**Zoomed window**

Bar = 5 um. Region (49, 49) to (69, 69) um. Cells in gray, sequential cells in the stronger gray; small squares are vias.
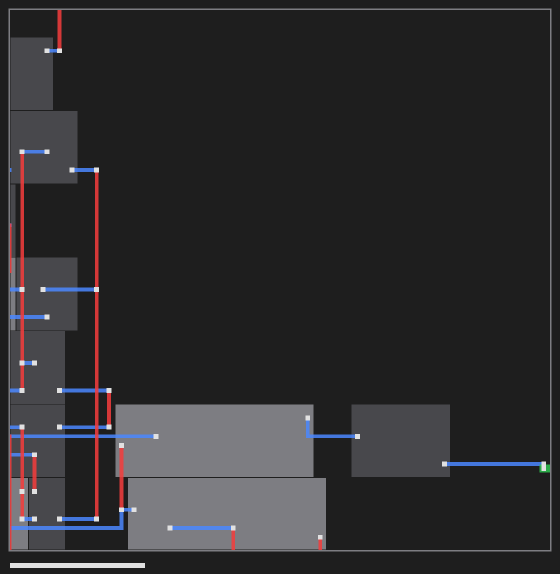
**Congestion heat map**

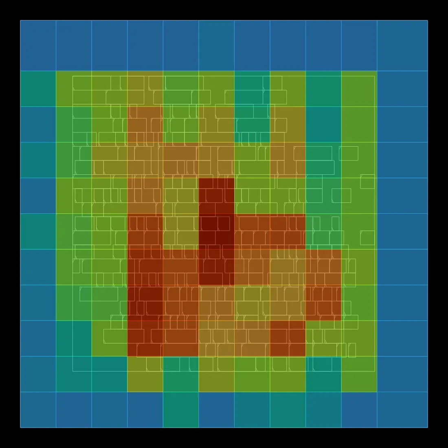
**Wiring by layer**

Bar = 20 um. Only two layers are drawn.
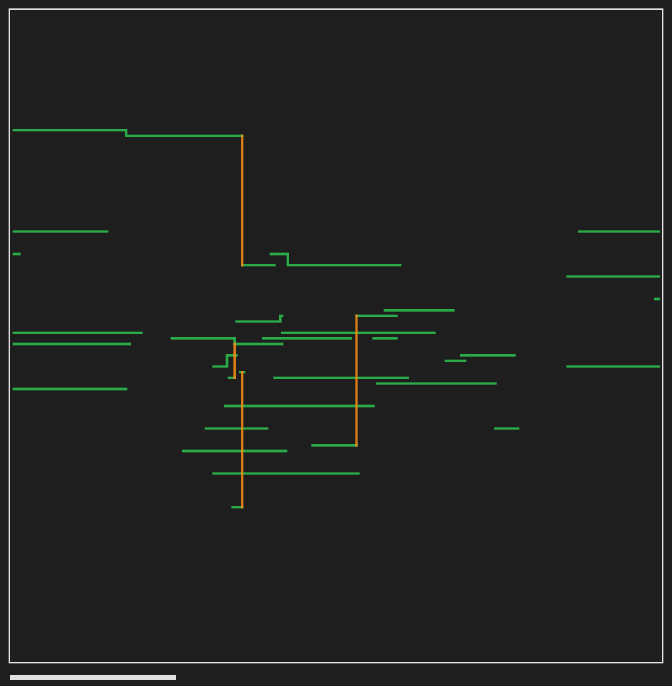
**Metal 1**

Bar = 20 um.
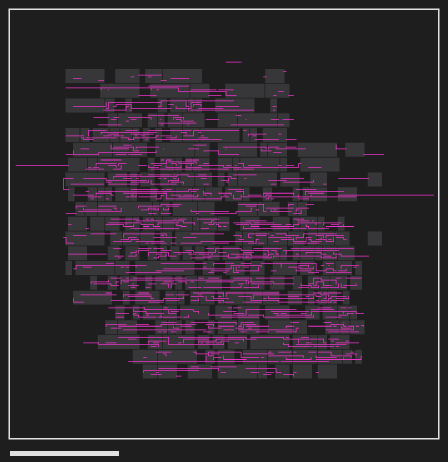
**Routed metal per tile**

16 x 16 tiles, from white (low) to dark blue (high), scaled to the fullest tile. Values are wire area over tile area, all layers added.
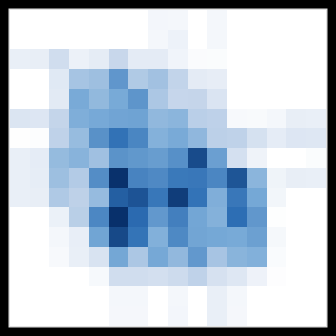
Design vend_controller, sky130hd; sources not shown.
==> impl_metrics.json <==
{
  "status": "completed",
  "ys_sh_adder_pct": 9.911,
  "pwr-share-comb_pct": 69.8,
  "drv_slew": 0,
  "whs_path_depth": 1,
  "finalSetupTns_ps": 0,
  "clkCellAreaFrac_pct": 2.336,
  "mostFrequentLayoutCell": "nor2_1",
  "comb_area_um2": 1386,
  "cts_buffers": 3,
  "endpoint_kind": "register",
  "yosys_area_um2": 1969,
  "ys_sh_xor_pct": 8.450,
  "ys_sh_aoi_pct": 24.14,
  "largestClassByArea": "multi-input combinational cells",
  "wl_met2_mm": 2.266,
  "cts_buffer_depth": 2,
  "top_area_share_pct": 24.40,
  "grt_max_degree": 16,
  "cts_tree": "yes",
  "clock-sinks": 24,
  "die_h_um": 78.78,
  "yosysWarnings": 0,
  "dp_hpwl_mm": 3.621,
  "regArea_um2": 481.7,
  "hold_viol_final": 0,
  "slew-limit-headroom_pct": 34.56,
  "logic_family": "AND-OR/OR-AND gates",
  "r2r_slack_ps": 610,
  "comb_cells": 193,
  "drive_gt1_share_pct": 14.23,
  "switching_share_pct": 52.80,
  "n_tap_cell": 46,
  "design_area_um2": 2250,
  "critical_path.top_delay_family": "AND-OR/OR-AND gates",
  "muxShareOfSynthArea_pct": 5.718,
  "first_pass_iters": 4,
  "dp.cells": 302,
  "pwr-share-clk_pct": 9.0,
  "power_leader": "combinational cells",
  "ys_async_sr_fraction_pct": 0,
  "placed_cell_area_um2": 2197,
  "ys_sh_simple_pct": 22.17,
  "yosys_cells": 242,
  "fillers": 290,
  "dr.first_iter.drc_count": 142,
  "cp.depth": 11,
  "dr.max_layer_used": "met4",
  "cts-root-buf": "clkbuf_4",
  "ff_count": 24,
  "core_area_um2": 3337,
  "nets": 282,
  "post-route-util_pct": 67.42,
  "cp-start-kind": "input port",
  "postCtsSetupBuffers": 0,
  "cp_cell_sequence": "clkdlybuf4s50_1 -> ha_1 -> fa_1 -> ha_1 -> o21bai_1 -> a211oi_1 -> a211oi_2 -> buf_4 -> and3_1 -> o31ai_1 -> a41oi_2",
  "worst_pin_slew_ps": 978.6,
  "slowest_stage": "fa_1",
  "ys_seq_share_pct": 24.40,
  "rows": 21,
  "p_clk_mw": 0.199,
  "ys.flops": 24,
  "postSynthAreaPerCell_um2": 8.138,
  "die_area_um2": 6206,
  "fin_skew_ps": 7.699,
  "place_ws_ps": 56.69,
  "gp_congestion": 0.8900,
  "viasPerCell": 5.993,
  "yosys.area.top_type": "dfxtp_1",
  "clk_latency_ps": 310,
  "p_seq_share_pct": 21.2,
  "cpPeakStageDelay_ps": 510,
  "holdWs_ps": 452.7,
  "tool_warnings": 30,
  "seq_cell_power_mw": 0.467,
  "cpMostUsedCell": "ha_1",
  "port_buffers": 18,
  "seq_share_pct": 21.41,
  "comb-power_mw": 1.54,
  "synthTopCellsByArea": "dfxtp_1, ha_1, xnor2_1, nor2_1, mux2i_1",
  "htree_levels": 1,
  "gr-usage-met3_pct": 3.941,
  "layout_min_cycle_time_ps": 3103,
  "p_int_mw": 1.039,
  "drc": 0,
  "die_w_um": 78.78,
  "edf_count": 0,
  "vdd.ir_drop.worst_mv": 0.6370,
  "critical_path_class": "in2reg",
  "insertedDiodeCount": 0,
  "final_cells": 306
}
About 'zoomed window':
metal 3 -> green
metal 2 -> red
metal 1 -> blue
sequential cells in the window = 2
most frequent = dfxtp_1 (2)
cells with their middle in the window = 7

About 'congestion heat map':
global route hottest layer: met2
M1 GR Usage: 19.83%
M2 GR Usage: 25.25%
wire per inst: 15.59 um

About 'wiring by layer':
metal 3 -> green  # wire length 310 um
metal 4 -> orange  # wire length 51.7 um
Vias: 1834
final WL: 4.771 mm
Tot GR Track Use: 15.55%

About 'metal 1':
nets with wire on the layer = 261
longest straight run = 27.6 um
share of all routed wire = 45%
main direction = horizontal

About 'routed metal per tile':
densest ninth of the die = middle
nearly empty tiles = 36%
fullest tile = 0.57
mean over tiles = 0.12

Power and IR drop assume default switching activity.
